==> config.mk <==
export PLATFORM = sky130hd
export DESIGN_NAME = quad_decoder_updown
export DESIGN_NICKNAME = d
export VERILOG_FILES = /design/src/rtl/quad_pkg.sv /design/src/rtl/sync_nff.sv /design/src/rtl/quad_decoder_updown.sv
export SDC_FILE = /design/constraint.sdc
export NUM_CORES = 1
export LEC_CHECK = 0
export ABC_AREA = 1
export CAP_MARGIN = 5
export CORE_UTILIZATION = 48
export CTS_CLUSTER_DIAMETER = 100
export CTS_CLUSTER_SIZE = 25
export DETAILED_ROUTE_END_ITERATION = 12
export GPL_ROUTABILITY_DRIVEN = 0
export MAX_ROUTING_LAYER = met4
export PLACE_DENSITY = 0.73
export SYNTH_ARGS = -nofsm -noshare
export SYNTH_HDL_FRONTEND = slang
export SYNTH_SLANG_ARGS = --single-unit
==> constraint.sdc <==
create_clock -name clock -period 4.66 [get_ports clock]
set_clock_uncertainty 0.1 [all_clocks]
set_input_delay 0.932 -clock clock [delete_from_list [all_inputs] [get_ports clock]]
set_output_delay 0.932 -clock clock [all_outputs]
set_load 0.01 [all_outputs]
### Congestion heat map

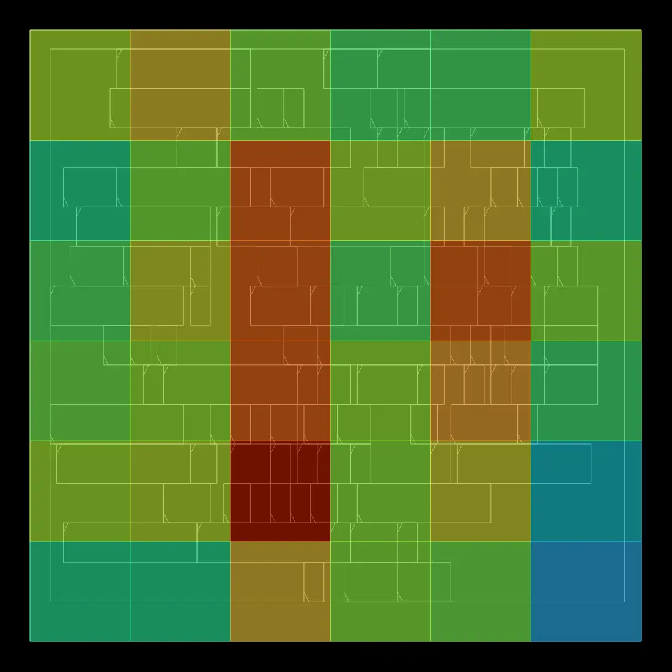
Total GRT Usage: 0.188
routed len/inst: 11.4 um

### Signal wires by layer

Drawn at 12 px/um. Only two layers are drawn.
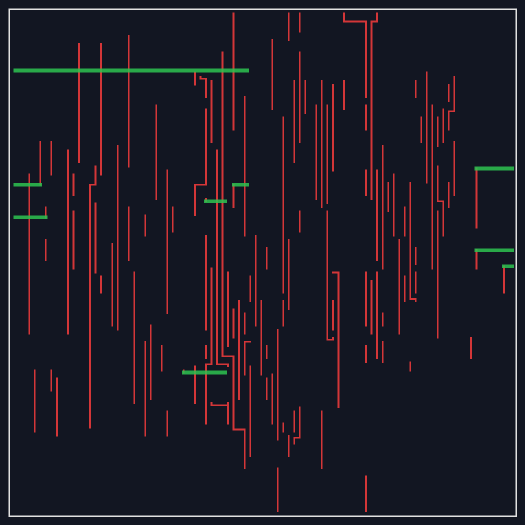
| color | layer | wire length |
|---|---|---|
| green | met3 | 36.8 um |
| red | met2 | 686 um |
final wirelength: 1.33 mm
vias: 588

==> impl.org <==
* Flow results

** CTS
- On the reported timing paths, the clock transition at the registers reads 0.09 ns.
- Post-CTS repair ended up resizing 0 cells.
- The number of clock sinks came to 16.
- CTS Hold Buffers Added :: 0
- Per the CTS log, the maximum H-tree level is 1.
- TritonCTS built the clock tree.

** Route
- Iteration count of the initial detailed-routing pass :: 4
- The detailed router finished its first iteration with 9 violations.
- The script logs the ratio of routed vias to standard cells as 5.03.
- Nets still carrying antenna violations after routing amount to 0.

** Pwr
- Summed over the clock group, the power is 0.0945 mW.
- Proportion of total power due to net switching :: 0.318
- Dominant power group :: sequential cells
- The internal power of the cells totals 0.268 mW.
- Switching component of the power :: 0.125 mW
- The power report attributes to the sequential group a share of 0.444.
- The design draws 0.394 mW.

** Finish
- Post-Layout Cell Count :: 117
- MI comb cells :: ~54
- The layout has 4 clock buffers.
- Of the cells placed in the final design, the portion with a size suffix greater than 1 is 0.149.
- Logic share of the area :: 0.331
- NumNets Final :: 111
- Count of antenna diodes in the layout :: 0
- The register with the most flip-flops in the layout has 4 of them.
- Among all cell classes, the greatest summed area belongs to flip-flops and latches.
- Non-clock buffering overhead in the final layout :: 0.127
- The top cell type in the final layout, fill and taps aside, is sky130_fd_sc_hd__nand2_1.
- Non-clock buffer count :: 12
- Fraction of area in registers :: 0.423

** Floorplanning
- Die outline height :: 42.1 um
- After floorplanning, the die was sized to cover between 1500 and 2000 um^2.
- Row cnt :: 14
- Starting density of the core :: 0.512
- I/O pin total :: 13

** Logic synthesis
- The biggest area contributor in the post-synthesis netlist is sky130_fd_sc_hd__dfrtp_1.
- Per the synth stats, the proportion of register bits with asynchronous set or reset is 1.00.
- In this run, synthesis inferred 0 flip-flops with an integrated enable.
- By count the netlist is led by sky130_fd_sc_hd__nand2_1 (18), sky130_fd_sc_hd__dfrtp_1 (15), sky130_fd_sc_hd__inv_1 (15).
- Number of unique standard cell types used by synthesis :: 19
- The chip area line in the Yosys stat output reads 772 um^2.
- Mean area per synthesized cell :: 9.08 um^2
- Instance tally after logic synthesis :: 85

** Timing
- The transition time recorded at the tightest slew-check pin is 0.707 ns.
- Final Hold Violation Tally :: 0
- Of the available clock period, the critical path in the final layout requires 0.513.
- The slew check shows that the tightest pin keeps a relative margin of 0.527.
- Number of endpoints failing setup at the final stage :: 0
- For the finished layout, the period the worst path requires is 2.39 ns.

** Global routing
- GR Util met2 :: 0.331
- The via count of the first global-routing pass came to 600.
- Recorded from the global router log, the overflow total was 0.
- Entering global routing, the biggest net connects 17 pins.
- Most used routing layer :: met2
- Number of antenna violations at the first check in global routing :: 0

** Place
- Placed cell count :: between 100 and 150
- Port buffering added 12 buffers.
- Prior to clock tree synthesis, the placed netlist has a worst setup slack of 2.59 ns.

** Run
- Number of warnings the tools reported :: 26
- The report counts max-capacitance violations totalling 0.

** Worst setup path
- Setup slack on the worst reg-to-reg path comes out at about 2.9 ns.
- On the worst path, the slowest cell contributes a delay of between 0.5 and 0.6 ns.
- Buf+Inv Stages, Crit Path :: 1
- At the worst endpoint, the arrival time is 1.36 ns.
- The data required time reported for the critical path is 3.63 ns.
- Worst Setup Path Type :: reg -> out
- Delay-heaviest family, CP :: flip-flops
- Setup crit end kind :: output pin
- Number of logic stages on the critical path including buffering :: 1
- Per STA, the worst path is made up of clkdlybuf4s50_1.

** Status
- The run finished with clean final reports.
Power and IR drop assume default switching activity.
